--- config.mk ---
export PLATFORM = sky130hd
export DESIGN_NAME = lsu_arb
export DESIGN_NICKNAME = d
export VERILOG_FILES = /design/src/rtl/lsu_arb.sv
export SDC_FILE = /design/constraint.sdc
export NUM_CORES = 1
export LEC_CHECK = 0
export CORE_AREA = 4 4 132 134
export CTS_CLUSTER_DIAMETER = 120
export DETAILED_ROUTE_END_ITERATION = 10
export DIE_AREA = 0 0 136 138
export GPL_TIMING_DRIVEN = 0
export PLACE_DENSITY_LB_ADDON = 0.2
export SETUP_SLACK_MARGIN = 0.2
export SLEW_MARGIN = 20
export SYNTH_ARGS = -nofsm -noshare
export SYNTH_HDL_FRONTEND = slang
export SYNTH_SLANG_ARGS = --single-unit
--- constraint.sdc ---
create_clock -name i_clk -period 2.2 [get_ports i_clk]
set_clock_uncertainty 0.15 [all_clocks]
set_input_delay 0.44 -clock i_clk [delete_from_list [all_inputs] [get_ports i_clk]]
set_output_delay 0.44 -clock i_clk [all_outputs]
set_load 0.05 [all_outputs]
--- src/rtl/lsu_arb.sv ---
// ----------------------------------------------------------------------------
// lsu_arb : two-master LSU arbiter, IDLE->ISSUE->RESP, RR/fixed priority + lock
// Rev 1.0
// ----------------------------------------------------------------------------
`default_nettype none

module lsu_arb #(
  parameter int RR_EN    = 1,
  parameter int LOCK_MAX = 4
) (
  input  logic        i_clk,
  input  logic        i_reset_n,
  input  logic        i_m0_req,
  input  logic        i_m0_lock,
  input  logic [31:0] i_m0_addr,
  input  logic [31:0] i_m0_wdata,
  input  logic [3:0]  i_m0_bmask,
  input  logic        i_m0_wren,
  output logic        o_m0_ack,
  output logic [31:0] o_m0_rdata,
  input  logic        i_m1_req,
  input  logic        i_m1_lock,
  input  logic [31:0] i_m1_addr,
  input  logic [31:0] i_m1_wdata,
  input  logic [3:0]  i_m1_bmask,
  input  logic        i_m1_wren,
  output logic        o_m1_ack,
  output logic [31:0] o_m1_rdata,
  output logic [31:0] o_lsu_addr,
  output logic [31:0] o_lsu_wdata,
  output logic [3:0]  o_lsu_bmask,
  output logic        o_lsu_wren,
  input  logic [31:0] i_lsu_rdata,
  output logic        o_busy,
  output logic        o_gnt_id
);

  localparam logic [3:0] C_LOCK_MAX = 4'(LOCK_MAX);
  localparam logic       C_RR_EN    = (RR_EN != 0);

  typedef enum logic [1:0] {
    S_IDLE  = 2'd0,
    S_ISSUE = 2'd1,
    S_RESP  = 2'd2
  } state_e;

  state_e      state_q, state_d;
  logic        gnt_q, gnt_d;
  logic        lock_q, lock_d;
  logic [3:0]  cnt_q, cnt_d;
  logic        justack_q;
  logic [31:0] addr_q, addr_d;
  logic [31:0] wdata_q, wdata_d;
  logic [3:0]  bmask_q, bmask_d;
  logic        wren_q, wren_d;
  logic [31:0] rdata0_q, rdata1_q;

  logic [1:0]  w_req_raw;
  logic [1:0]  w_mask;
  logic [1:0]  w_req_v;
  logic        w_lock_pend;
  logic        w_grant;
  logic        w_win;
  logic        w_win_lock;

  assign w_req_raw   = {i_m1_req, i_m0_req};
  // The requester acked last cycle is not eligible in the following IDLE cycle.
  assign w_mask      = justack_q ? (gnt_q ? 2'b10 : 2'b01) : 2'b00;
  assign w_req_v     = w_req_raw & ~w_mask;
  assign w_lock_pend = lock_q && (cnt_q != C_LOCK_MAX);
  assign w_win_lock  = w_win ? i_m1_lock : i_m0_lock;

  always_comb begin
    state_d = state_q;
    gnt_d   = gnt_q;
    lock_d  = lock_q;
    cnt_d   = cnt_q;
    addr_d  = addr_q;
    wdata_d = wdata_q;
    bmask_d = bmask_q;
    wren_d  = wren_q;
    w_grant = 1'b0;
    w_win   = 1'b0;
    case (state_q)
      S_IDLE: begin
        // A pending lock holds arbitration through the masked cycle so the
        // other requester cannot slip in between locked transactions.
        if (justack_q && w_lock_pend) begin
          w_grant = 1'b0;
        end else if (w_lock_pend && w_req_raw[gnt_q]) begin
          w_grant = 1'b1;
          w_win   = gnt_q;
        end else if (w_req_v != 2'b00) begin
          w_grant = 1'b1;
          if (w_req_v == 2'b11) w_win = C_RR_EN ? ~gnt_q : 1'b0;
          else                  w_win = w_req_v[1];
        end
        if (w_grant) begin
          state_d = S_ISSUE;
          gnt_d   = w_win;
          lock_d  = w_win_lock;
          addr_d  = w_win ? i_m1_addr  : i_m0_addr;
          wdata_d = w_win ? i_m1_wdata : i_m0_wdata;
          bmask_d = w_win ? i_m1_bmask : i_m0_bmask;
          wren_d  = w_win ? i_m1_wren  : i_m0_wren;
          if (!w_win_lock)                                cnt_d = 4'd0;
          else if (w_win == gnt_q && cnt_q != C_LOCK_MAX) cnt_d = cnt_q + 4'd1;
          else                                            cnt_d = 4'd1;
        end
      end
      S_ISSUE: state_d = S_RESP;
      S_RESP:  state_d = S_IDLE;
      default: state_d = S_IDLE;
    endcase
  end

  always_ff @(posedge i_clk or negedge i_reset_n) begin
    if (!i_reset_n) begin
      state_q   <= S_IDLE;
      gnt_q     <= 1'b0;
      lock_q    <= 1'b0;
      cnt_q     <= 4'd0;
      justack_q <= 1'b0;
      addr_q    <= '0;
      wdata_q   <= '0;
      bmask_q   <= '0;
      wren_q    <= 1'b0;
      rdata0_q  <= '0;
      rdata1_q  <= '0;
    end else begin
      state_q   <= state_d;
      gnt_q     <= gnt_d;
      lock_q    <= lock_d;
      cnt_q     <= cnt_d;
      justack_q <= (state_q == S_RESP);
      addr_q    <= addr_d;
      wdata_q   <= wdata_d;
      bmask_q   <= bmask_d;
      wren_q    <= wren_d;
      if (state_q == S_ISSUE && !wren_q) begin
        if (gnt_q) rdata1_q <= i_lsu_rdata;
        else       rdata0_q <= i_lsu_rdata;
      end
    end
  end

  logic w_issue;
  assign w_issue     = (state_q == S_ISSUE);
  assign o_lsu_addr  = w_issue ? addr_q  : 32'd0;
  assign o_lsu_wdata = w_issue ? wdata_q : 32'd0;
  assign o_lsu_bmask = w_issue ? bmask_q : 4'd0;
  assign o_lsu_wren  = w_issue && wren_q;
  assign o_m0_ack    = (state_q == S_RESP) && !gnt_q;
  assign o_m1_ack    = (state_q == S_RESP) && gnt_q;
  assign o_m0_rdata  = rdata0_q;
  assign o_m1_rdata  = rdata1_q;
  assign o_busy      = (state_q != S_IDLE);
  assign o_gnt_id    = gnt_q;

endmodule

`default_nettype wire

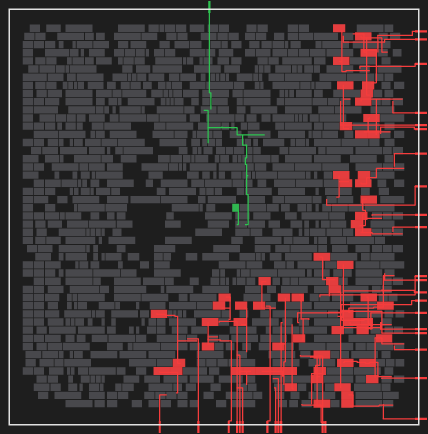
Figure 1: run 1, wires at chosen ports, followed through buffers.
(3 px per um)
Red shows `i_lsu_rdata`, bits 32, direction input, edge 20 east, 12 south, end cells 64, buffers 32, wire 1420 um. Green shows `o_busy`, bits 1, direction output, edge north, end cells 1, buffers 2, wire 107 um.
I/O pin total: 313
port bufs: 312

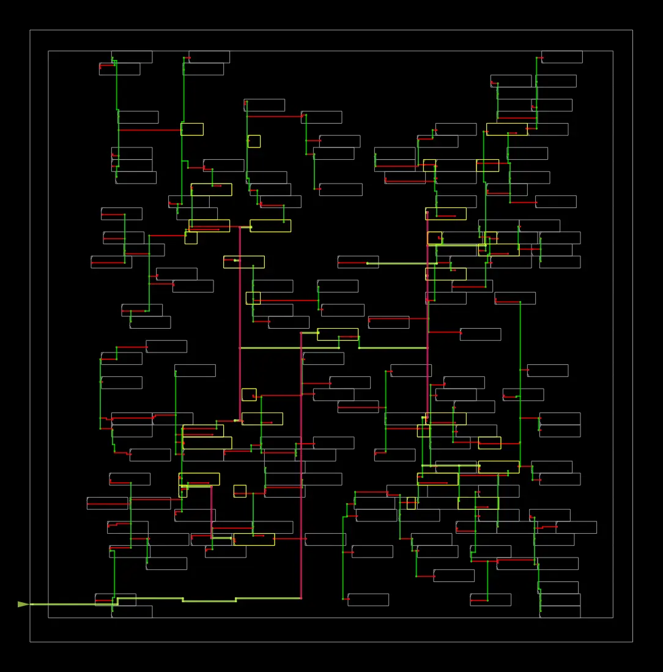
Figure 2: run 1, clock nets.
Power Clock: 2.74 mW
flip-flops: 142

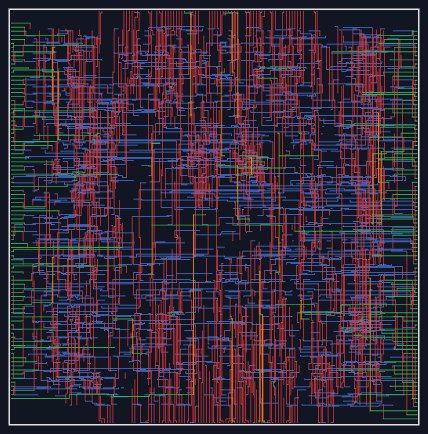
Figure 3: run 1, wiring by layer.
(3 px per um)
Orange shows M4, wire length 595 um. Red shows M2, wire length 12800 um. Blue shows M1, wire length 8920 um. Green shows M3, wire length 1820 um.
final WL: 24100 um
via count: 6070
gr usage total: 23.6%
drt wl/cell: 20.0 um

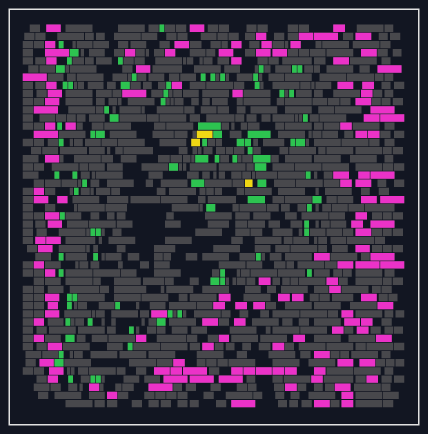
Figure 4: run 1, gate families picked out.
(3 px per um)
Yellow shows non-inverting ao/oa cells, cells 3. Green shows aoi and oai cells, cells 86. Magenta shows mux cells, cells 134, where all over the die.
Layout Cells excl Fill: 1204
Comb/total area: 27.9%
Top cell excl fill/tap: clkdlybuf4s50_1

==> summary.txt, run 1 <==
run metrics: nonclk buf count=409, htree depth=4, Antenna Cells=1, Setup Buffers After CTS=25, flop share of the area=27.6%, Die Wd=136 um, gr busiest metal=met2, critical path launch point type=register, design area=0.0129 mm^2, yosys stat chip area=0.00672 mm^2, Tot Pwr=21.6 mW, largest net degree at the start of global routing=89, worst-path fanout max=5, die y size=138 um, well tap count=220, placed cells=1111, clk root buf=clkbuf_16, outcome=finished with violations, Final setup viols=3, failing checks=setup timing, final hold vios=0, invs w/o clock=8, fraction of layout cells with a size suffix above 1=41.0%, grt met2 use=42.9%, Worst-path clk slew=0.06 ns, fin. max-slew vios=0, leading area contributor after synthesis=dfrtp_1, crit path setup slack, layout=-0.00527 ns, Pre-Repair DR Iteration Count=5, Clock Tree Buf Depth=2, syn nets=756, met3 usage=7.19%, register share after synthesis=52.9%, initial drt markers=158, met2 WL=12800 um, # fillers=939, Util after Layout=79.1%
==> run 1: path summary, 6_finish.rpt <==
path	depth (start not counted)	startpoint	end
worst max register to register	11	cnt_q[0]$_DFFE_PN0P_	wdata_q[3]$_DFFE_PN0P_
worst min-delay path	1	o_m1_rdata[7]$_DFFE_PN0P_	o_m1_rdata[7]$_DFFE_PN0P_
worst max-delay path	5	state_q[0]$_DFFE_PN0P_	o_lsu_wdata[7]
max in group asynchronous	3	i_reset_n	wdata_q[9]$_DFFE_PN0P_
min in group asynchronous	2	i_reset_n	o_m1_rdata[0]$_DFFE_PN0P_
worst min register to register	1	o_m1_rdata[7]$_DFFE_PN0P_	o_m1_rdata[7]$_DFFE_PN0P_
==> run 1: where the power goes <==
group	total, mW	internal, mW	switching, mW
clock	2.74	1.65	1.10
sequential	4.76	3.95	0.805
combinational	14.1	6.32	7.77
total	21.6	11.9	9.67
==> run 1: worst max-delay path, stage by stage (launching register included) <==
cell	delay, ns
dfrtp_2	0.44
nand2b_4	0.21
clkinv_8	0.12
buf_8	0.15
and2_4	0.16
buf_8	0.14
==> run 1: cell usage in the layout (no fill, tap or decap), types with 3 or more instances in the layout <==
cell	Yosys	final
mux2_1	34	13
clkinvlp_4	0	6
mux2i_2	0	22
nand2_1	76	71
nand2_2	0	3
mux2_2	30	26
mux2i_4	0	21
clkbuf_8	0	5
dlygate4sd2_1	0	66
buf_12	8	15
clkbuf_16	0	23
mux2i_1	70	27
dfrtp_1	142	140
o21ai_1	71	59
o21ai_2	4	14
buf_6	3	29
buf_8	0	84
and2_1	70	6
mux2_4	0	25
buf_16	0	9
and2_4	0	64
buf_4	1	22
clkdlybuf4s50_1	0	173
Figure 5. Sequential cells grouped by signal name (run 1).
(2 px per um) Other sequential cells in the stronger grey, the rest of the logic in the fainter grey.
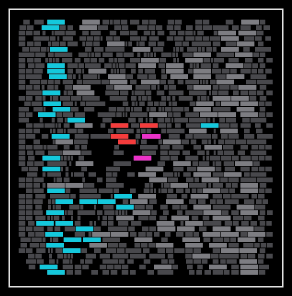

## Run 2: what changed since run 1
--- a/config.mk
+++ b/config.mk
@@ -12,7 +12,7 @@
 export GPL_TIMING_DRIVEN = 0
 export PLACE_DENSITY_LB_ADDON = 0.2
 export SETUP_SLACK_MARGIN = 0.2
-export SLEW_MARGIN = 20
+export SLEW_MARGIN = 15
 export SYNTH_ARGS = -nofsm -noshare
 export SYNTH_HDL_FRONTEND = slang
 export SYNTH_SLANG_ARGS = --single-unit
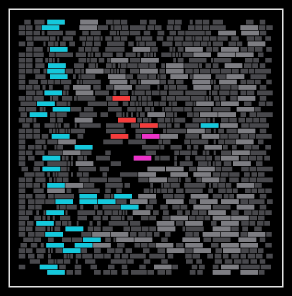
Figure 6: run 2, sequential cells grouped by signal name.
(2 px per um) Other sequential cells in the stronger grey, the rest of the logic in the fainter grey.
Red shows `cnt_q`, sequential cells 4, where centre. Magenta shows `state_q`, sequential cells 2. Cyan shows `wdata_q`, sequential cells 32, where a column on the left.
Power Sequential: 4.71 mW
flop share of the area: 28.1%
Util after Layout: 77.6%
Seq. cell area: 0.00355 mm^2

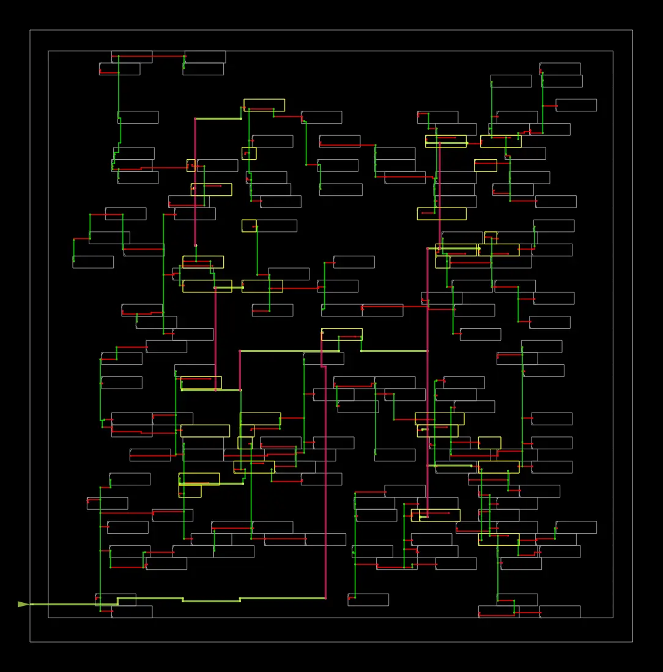
Figure 7: run 2, clock nets.
Power Clock: 3.11 mW
# clk buffers: 20
clk sinks: 142
Late-Pin Clk Latency: 0.41 ns
total CTS buffers: 17

==> run 2 against run 1 <==
  * The run still ends with setup timing left
  * Final cell count down 0.91%
  * Non-clock buffer count down 11
  * First-iteration DRC count up 18%
  * Utilization down 1.5 points
  * Largest cell class unchanged
  * Largest power group unchanged
==> summary.txt, run 2 <==
run metrics: Clock Tree Buf Depth=2 (unchanged), row count=47, Worst-path clk slew=0.06 ns (about the same), synthesized-area fraction occupied by adder cells=0.373%, CP max-delay cell=dfrtp_1, Die Wd=136 um (unchanged), Setup CP Type=register to output port, top comb family, area=multiplexers, port bufs=312 (unchanged), worst-path fanout max=5 (unchanged), leading area contributor after synthesis=dfrtp_1, family with the most delay on the worst path=buffers and inverters, MUX area fraction=21.2%, routed vias/inst=4.98, P_leak=5.73 nW, fraction of layout cells with a size suffix above 1=37.1% (-3.9 points), critical path launch point type=register, fin. max-slew vios=0 (unchanged), Net Sw Frac=44.6% (-0.23 points), gr usage total=24.6% (+0.95 points), Setup Buffers After CTS=17 (-32%), clk root buf=clkbuf_16, grt met2 use=44.9% (+2.0 points), reg2reg setup slack=0.04 ns, clock power share=14.5% (+1.8 points), top cells by count=dfrtp_1, nand2_1, o21ai_1, Int Pwr=11.9 mW (-0.32%), largest net degree at the start of global routing=110 (+24%), synthesized area=0.00672 mm^2, Psw=9.55 mW (-1.2%), met3 usage=8.28% (+1.1 points), syn nets=756 (unchanged), CP Buf/Inv Count=3 (unchanged), drt wl/cell=20.0 um (-0.34%), Detailed Place HPWL=15900 um, combinational power=13.6 mW (-4%), gr busiest metal=met2, final hold vios=0 (unchanged), Flop pwr share=22.0% (about the same), RSZ-0062 raised after global routing=true, worst path cell trace=nand2b_4 -> clkinv_8 -> clkbuf_16 -> and2_4 -> buf_8, initial drt markers=187 (+18%), Rel. slew slack=60.8%, CTS resizes=826, Worst setup startpoint=state_q[0]$_DFFE_PN0P_, fmax=452 MHz, FF-to-FF Start=cnt_q[0]$_DFFE_PN0P_, I/O pin total=313 (unchanged), crit path setup slack, layout=-0.0101 ns (-0.00483 ns), pwr dens=1700 mW/mm^2, register share after synthesis=52.9% (unchanged), and+or+nand+nor area frac=12.8%, Synth Flop Type=dfrtp_1, Tot Pwr=21.4 mW (-0.73%), Pwr top=combinational logic, Post-Synth AOI/OAI Area=7.45%, # fillers=1026 (+9.3%), CP Data Required Time=1.61 ns, Hold Crit Class=input pin to asynchronous set/reset pin, design area=0.0126 mm^2 (-1.8%), crit path capture type=output port, Pre-Repair DR Iteration Count=5 (unchanged), Final setup viols=6 (+3), initial antenna violation count=1, Synth top cell by count=dfrtp_1, failing checks=setup timing, final WL=23800 um (-1.3%), outcome=finished with violations, most frequent cells in the layout=clkdlybuf4s50_1, dfrtp_1, buf_8, and2_4, nand2_1, die y size=138 um (unchanged), met3 WL=2050 um, Top cell excl fill/tap=clkdlybuf4s50_1, yosys stat chip area=0.00672 mm^2 (unchanged), combinational fraction of design power=63.5% (-1.8 points), antenna-violating nets left=0, CTS tree=done, number of logged tool warnings=31, Synthesized registers=142, Syn Inst Count=578, gpl congestion=0.774, met2 WL=12700 um (-0.82%), fin crit share=100%, via count=5943 (-2.1%), htree depth=4 (unchanged), Critical Path Max Stage Delay=0.42 ns (-0.02 ns)
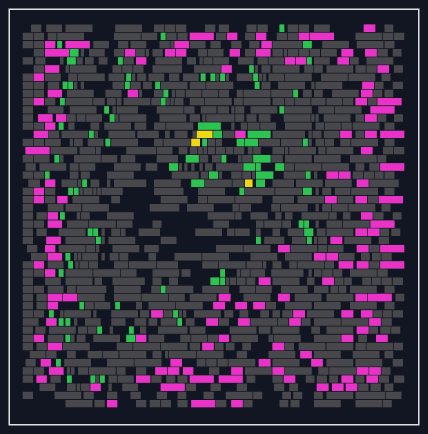
Figure 8: run 2, gate families picked out.
(3 px per um)
Yellow shows non-inverting ao/oa cells, cells 3. Magenta shows mux cells, cells 134, where all over the die. Green shows aoi and oai cells, cells 86.

==> run 2: cell families (layout without fill, tap and decap cells) <==
kind of cell / Yosys count / in the layout
fa+ha+maj: 2 / 2
other cells: 0 / 1
simple gates: 165 / 165
xor+xnor: 2 / 2
mux: 134 / 134
buf+inv: 44 / 438
flops: 142 / 142
compound gates: 89 / 89
==> run 2: area by class of cell <==
type	instances	area [um^2]	area share, %
tap	220	275	2.18
clock buffer	20	467	3.69
antenna	1	2.50	0.0198
multi-input combinational	392	3440	27.2
inverter	6	40.0	0.317
sequential	142	3550	28.1
timing repair inverter	2	17.5	0.139
clock inverter	12	181	1.44
buffer	38	493	3.90
timing repair buffer	360	4170	33.0
==> run 2: worst reg2reg max path, cell delays in order (launching register included) <==
cell and delay, ns:
dfrtp_1 0.39, inv_2 0.09, ha_4 0.14, and4b_1 0.23, nor3_2 0.06, o21ai_4 0.15
buf_6 0.13, buf_16 0.13, buf_12 0.11, buf_16 0.13, mux2i_4 0.25, o21ai_1 0.08
==> run 2: through the flow <==
stage / worst slack [ns] / TNS [ns] / std cells / utilization [%]
final: -0.0101 / -0.0474 / 1193 / 77.6
after floorplan: 0.269 / 0 / 578 / -
after detailed placement: -0.649 / -66.79 / 1111 / 62.3
after global placement: -5.37 / -750.44 / 1110 / 62.1
after CTS: -0.00202 / -0.00202 / 1178 / 75.2
after global routing: -0.0664 / -2.14 / 1193 / 77.6
==> run 2: final timing paths <==
path | endpoint | cells past startpoint
max | o_lsu_wdata[12] | 5
min | o_m0_rdata[21]$_DFFE_PN0P_ | 2
max in group asynchronous | o_m0_rdata[6]$_DFFE_PN0P_ | 3
min reg2reg | o_m1_rdata[24]$_DFFE_PN0P_ | 1
min in group i_clk | o_m1_rdata[24]$_DFFE_PN0P_ | 1
max reg2reg | addr_q[8]$_DFFE_PN0P_ | 11
No activity file was given, so power comes from the tool's default toggle rates.
